Fig. 1: run 1, placement view
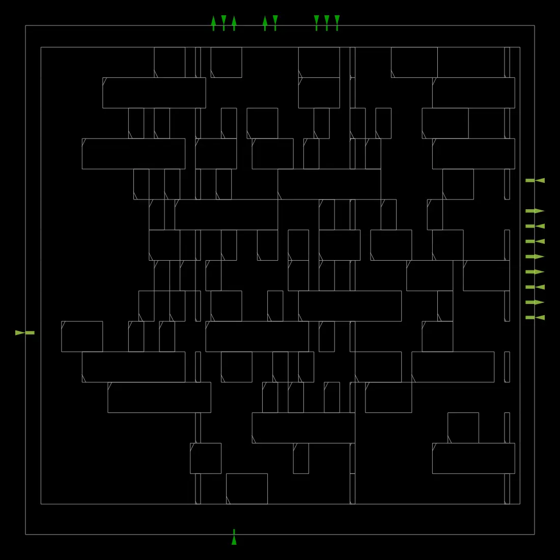
Fig. 2: run 1, routed clock nets over the placement
Bar = 10 um.
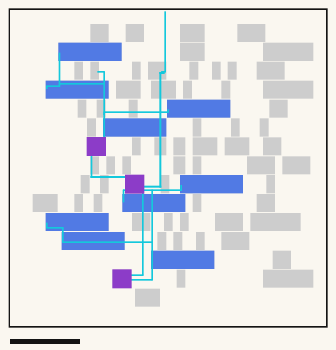
Fig. 3: run 1, the metal 3 layer
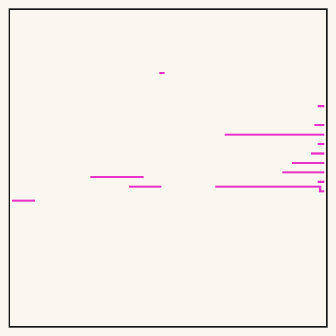
Fig. 4: run 1, local utilization
The die is cut into 9 by 9 equal tiles; white is low, dark blue is high, 0 to 100% covered.
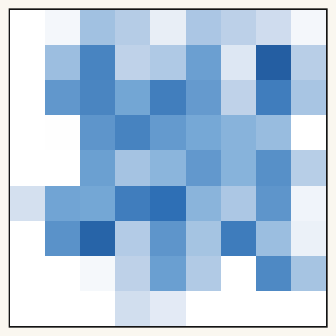
## config.mk

```make
export PLATFORM = sky130hd
export DESIGN_NAME = pe_request_latch
export DESIGN_NICKNAME = d
export VERILOG_FILES = /design/src/rtl/pe_pkg.sv /design/src/rtl/pe_sync2.sv /design/src/rtl/pe_request_latch.sv
export SDC_FILE = /design/constraint.sdc
export NUM_CORES = 1
export LEC_CHECK = 0
export ABC_AREA = 1
export CELL_PAD_IN_SITES_DETAIL_PLACEMENT = 1
export CELL_PAD_IN_SITES_GLOBAL_PLACEMENT = 2
export CORE_UTILIZATION = 21
export DETAILED_ROUTE_END_ITERATION = 12
export PLACE_DENSITY = 0.89
export RECOVER_POWER = 50
export SETUP_SLACK_MARGIN = 0.4
export SLEW_MARGIN = 0
export SYNTH_ARGS = -nofsm -noshare
export SYNTH_HDL_FRONTEND = slang
export SYNTH_SLANG_ARGS = --single-unit
export TNS_END_PERCENT = 1
```

## constraint.sdc

```tcl
create_clock -name clk -period 1.81 [get_ports clk]
set_input_delay 0.543 -clock clk [delete_from_list [all_inputs] [get_ports clk]]
set_output_delay 0.543 -clock clk [all_outputs]
set_load 0.05 [all_outputs]
```

## src/rtl/pe_pkg.sv

```systemverilog
// Constants shared by the request latch and the priority encoder it feeds.
package pe_pkg;

  function automatic int pe_clog2(input int n);
    int w;
    w = 0;
    while ((1 << w) < n) w++;
    return w;
  endfunction

  localparam int PE_N_REQ = 3;
  localparam int PE_IDX_W = (pe_clog2(PE_N_REQ) < 1) ? 1 : pe_clog2(PE_N_REQ);

endpackage

```

## src/rtl/pe_sync2.sv

```systemverilog
// Single-bit two-flop synchroniser for request lines from another clock domain.
// Latency: 2 clk edges. No backpressure.
module pe_sync2 (
  input  logic clk,
  input  logic rst_n,
  input  logic d,
  output logic q
);

  logic meta;

  always_ff @(posedge clk or negedge rst_n) begin
    if (!rst_n) begin
      meta <= 1'b0;
      q    <= 1'b0;
    end else begin
      meta <= d;
      q    <= meta;
    end
  end

endmodule

```

## src/rtl/pe_request_latch.sv

```systemverilog
// Edge-captures request lines into sticky pending bits for the priority encoder.
// Latency req_in rise -> pend_out: 3 edges with PE_REQ_SYNC_EN, else 1. No backpressure; lost edges flag overflow.
// PE_REQ_SYNC_EN: insert a 2-flop synchroniser on every req_in bit.
module pe_request_latch
  import pe_pkg::*;
#(
  parameter int N_REQ = PE_N_REQ,
  parameter int IDX_W = PE_IDX_W
) (
  input  logic             clk,
  input  logic             rst_n,
  input  logic [N_REQ-1:0] req_in,
  input  logic [N_REQ-1:0] mask,
  input  logic             ack,
  input  logic [IDX_W-1:0] ack_idx,
  input  logic             ovf_clr,
  output logic [N_REQ-1:0] pend_out,
  output logic             pend_valid,
  output logic [N_REQ-1:0] overflow
);

  logic [N_REQ-1:0] cur;
  logic [N_REQ-1:0] prev;
  logic [N_REQ-1:0] det;
  logic [N_REQ-1:0] ack_hit;
  logic [N_REQ-1:0] pending;

`ifdef PE_REQ_SYNC_EN
  for (genvar g = 0; g < N_REQ; g++) begin : g_sync
    pe_sync2 u_sync (
      .clk   (clk),
      .rst_n (rst_n),
      .d     (req_in[g]),
      .q     (cur[g])
    );
  end
`else
  assign cur = req_in;
`endif

  assign det = cur & ~prev;

  // Out-of-range ack_idx decodes to no line, so it is silently ignored.
  always_comb begin
    ack_hit = '0;
    for (int i = 0; i < N_REQ; i++) begin
      if (ack && (ack_idx == IDX_W'(i))) ack_hit[i] = 1'b1;
    end
  end

  // A new edge beats a same-cycle ack, and a new overflow beats ovf_clr.
  always_ff @(posedge clk or negedge rst_n) begin
    if (!rst_n) begin
      prev     <= '0;
      pending  <= '0;
      overflow <= '0;
    end else begin
      prev     <= cur;
      pending  <= det | (pending & ~ack_hit);
      overflow <= (ovf_clr ? '0 : overflow) | (det & pending & ~ack_hit);
    end
  end

  assign pend_out   = pending & ~mask;
  assign pend_valid = |pend_out;

endmodule

```

==> CHANGELOG.md, run 1 <==
## Implementation

* Top layer reached by signal wires: met4
* Max VDD drop at 257 uV
* Root buf cell: clkbuf_4
* Switching pwr at 0.000192 W
* First-pass GRT wire length at 1.60 mm
* Worst Hold Class: reg -> reg
* Reg2reg path depth at 5
* FFs & Latches at 9
* Heaviest power group: sequential cells
* Final hold slack at 0.488 ns
* Stage-log warning count at 29
* Post-layout period usage at 93.4%
* Final WS setup at 0.120 ns
* Post-CTS Resized at 10
* Total Nets Final at 87
* Clock slew at reported path FFs at 0.06 ns
* H-tree levels at 1
* Mapped Avg Cell Area at 8.26 um2
* Die height at 45.5 um
* Launching point of the worst reg2reg path: prev[0]$_DFF_PN0_
* Inverters, non-clock at 11
* FILL cells at 218
* Crit path DAT at 1.15 ns
* Top cell category: buffers
* CTS sink cnt at 9
* Register Area at 225 um2
* Tmin final at 1.69 ns
* Hold Startpoint: overflow[1]$_DFF_PN0_
* Biggest registers after layout: overflow x3, pending x3, prev x3
* Status: complete, no violations
* Most frequent logic cell in the layout: nand2_1
* Clock buffer count at 4
* Post-route cell area at 706 um2
* Warnings, synthesis at 0
* Top cells by area, synth: dfrtp_1, nand2_1, inv_1
* Pre-CTS setup slack at -0.196 ns
* Crit end category: primary output
* Reg power frac at 39.2%
* Ys cells at 48
* Post-synth regs at 9
* Busiest grt layer: met2
* Synth Net Count at 60
* Cell with the most instances after synthesis: nand2_1
* DPL Wire Length at 818 um
* Gp weighted congestion at 0.640
Back to the opening pictures, Fig. 1:
final non-filler cell total: 99
# rows: 15
core area: 1750 um2
Final Util: 40.4%

Back to the opening pictures, Fig. 2:
cells driving clock nets: shown in purple, count 3. clock wires: shown in cyan, length 139 um. flip-flops: shown in blue, count 9.
There are 4 routed clock nets.
Clock power frac: 26.0%
clk latency late pin: 0.26 ns
Clk power: 0.000153 W
Clock Skews: 0.00178 ns

Back to the opening pictures, Fig. 3:
The wires run mostly horizontal. The layer holds 6.0% of the routed length.
routed vias: 388
final WL: 993 um
routing usage on met3: 3.17%

Back to the opening pictures, Fig. 4:
The mean over all tiles is 33%. The densest ninth of the die: center. 24% of the tiles are nearly empty. The fullest tile reaches 81%. The emptiest ninth of the die: south-west.
FP Util: 22.7%

Fig. 5: run 1, pin map
Pins as bars across the die edge, other pins in gray.
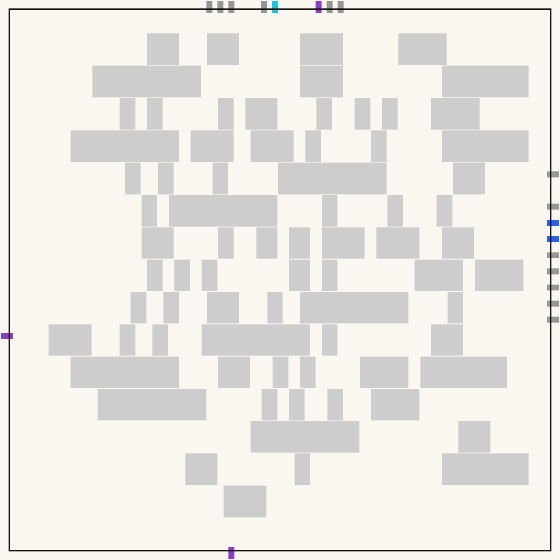

==> run 2: changes to the inputs <==
==> constraint.sdc (replaced) <==
create_clock -name clk -period 1.81 [get_ports clk]
set_input_delay 0.543 -clock clk [delete_from_list [all_inputs] [get_ports clk]]
set_output_delay 0.543 -clock clk [all_outputs]
set_load 0.005 [all_outputs]
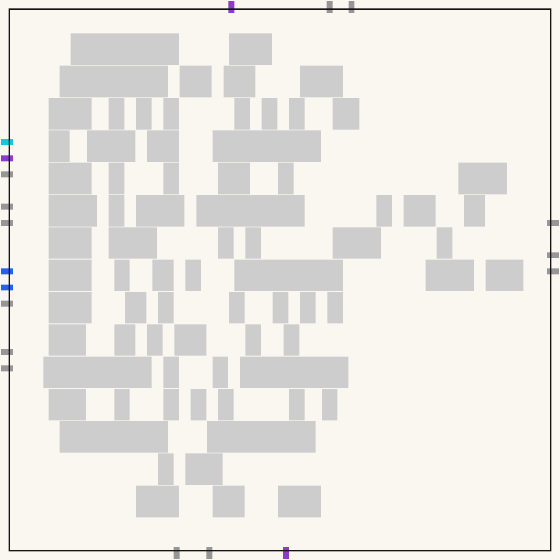
Fig. 6. Pin map (run 2).
Pins as bars across the die edge, other pins in gray.
`req_in`: shown in purple, pins 3, direction input, edge 1 west, 1 north, 1 south. `ack_idx`: shown in blue, pins 2, direction input, edge west. `clk`: shown in cyan, pins 1, direction input, edge west.
All pins by edge: 10 west, 3 north, 3 east, 3 south.
Port Buf Inserts: 18
Die X: 45.5 um
die height: 45.5 um

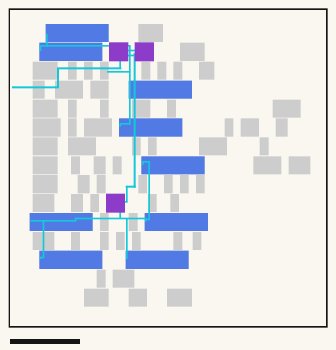
Fig. 7. Routed clock nets over the placement (run 2).
Bar = 10 um.
clock wires: shown in cyan, length 128 um. cells driving clock nets: shown in purple, count 3. flip-flops: shown in blue, count 9.
There are 4 routed clock nets.
Clock Skews: 0.00149 ns
Clock power frac: 30.9%
Clk power: 0.000156 W

==> run 2 against run 1 <==
- worst setup slack improved by 0.044 ns
- final cell count increased by 1.0%
- non-clock buffer count increased by 1
- final area decreased by 5.3%
- clock power about the same
- hold slack improved by 0.0043 ns
- combinational power decreased by 42%
- register-to-register slack got worse by 0.09 ns
- core utilization decreased by 2.2 points
- sequential cell count unchanged
- clock-buffer cell count unchanged
- clock skew about the same
- highest routed layer unchanged
==> CHANGELOG.md, run 2 <==
## Implementation

* Final Util at 38.3% (-2.2 points)
* Placed insts at 92
* Final WS setup at 0.163 ns (+0.0435 ns)
* Crit Path Class: reg -> out
* Reg2reg path depth at 5 (unchanged)
* EDFF count, synth at 0
* Clock buffer depth at 2
* Top cells by area, synth: dfrtp_1, nand2_1, inv_1
* Most frequent logic cell in the layout: nand2_1
* Post-synth regs at 9 (unchanged)
* Tmin final at 1.65 ns (-0.0435 ns)
* Routed vias at 383 (-1.3%)
* Clock slew at reported path FFs at 0.06 ns (about the same)
* DRT Pass-1 Iters at 2
* # rows at 15 (unchanged)
* Met2 WL at 453 um
* Mapped Avg Cell Area at 8.26 um2 (unchanged)
* Post-layout period usage at 91.0% (-2.4 points)
* Clock buffer count at 4 (unchanged)
* First-pass GRT wire length at 1.55 mm (-3.4%)
* Ys cells at 48 (unchanged)
* Share of cells above drive strength 1 at 26.7%
* Root buf cell: clkbuf_4
* Crit end category: primary output
* Top cell category: sequential cells
* Core area at 1750 um2 (unchanged)
* DPL Wire Length at 712 um (-13%)
* FILL cells at 212 (-2.8%)
* Biggest registers after layout: overflow x3, pending x3, prev x3
* Stage-log warning count at 28 (-3.4%)
* Top layer reached by signal wires: met4
* CTS sink cnt at 9 (unchanged)
* Clk latency late pin at 0.26 ns (about the same)
* Inverters, non-clock at 11 (unchanged)
* Final non-filler cell total at 100 (+1.0%)
* Pre-CTS setup slack at -0.464 ns (-0.268 ns)
* # IOs at 19
* Crit path DRT at 1.27 ns
* Worst Hold Class: reg -> reg
* FFs & Latches at 9 (unchanged)
* Switching pwr at 0.000132 W (-31%)
* FP Util at 22.7% (unchanged)
* Hold Startpoint: pending[1]$_DFF_PN0_
* Post-route cell area at 668 um2 (-5.3%)
* Heaviest power group: sequential cells
* Reg power frac at 45.6% (+6.4 points)
* Max VDD drop at 440 uV (+71%)
* Warnings, synthesis at 0 (unchanged)
* Dpl cell area at 616 um2
* Crit path DAT at 1.10 ns (-0.05 ns)
* H-tree levels at 1 (unchanged)
* Busiest grt layer: met2
* FMAX at 0.607 GHz
* Adder share at 0%
* Launching point of the worst reg2reg path: pending[0]$_DFF_PN0_
* Status: complete, no violations
* Post-CTS Resized at 25 (+15)
* Clock network area share at 3.93%
* Routing usage on met3 at 2.38% (-0.79 points)
* Final hold slack at 0.492 ns (+0.00426 ns)
* Synth Net Count at 60 (unchanged)
* Routed wl met3 at 53 um
* Cell with the most instances after synthesis: nand2_1
* Final WL at 932 um (-6.1%)
* Gp weighted congestion at 0.697 (+9.0%)
* Critical Path Start Type: flop
* Post-route ant nets at 0
* Total Nets Final at 88 (+1.1%)
* Register Area at 225 um2 (unchanged)
Power and IR drop assume default switching activity.
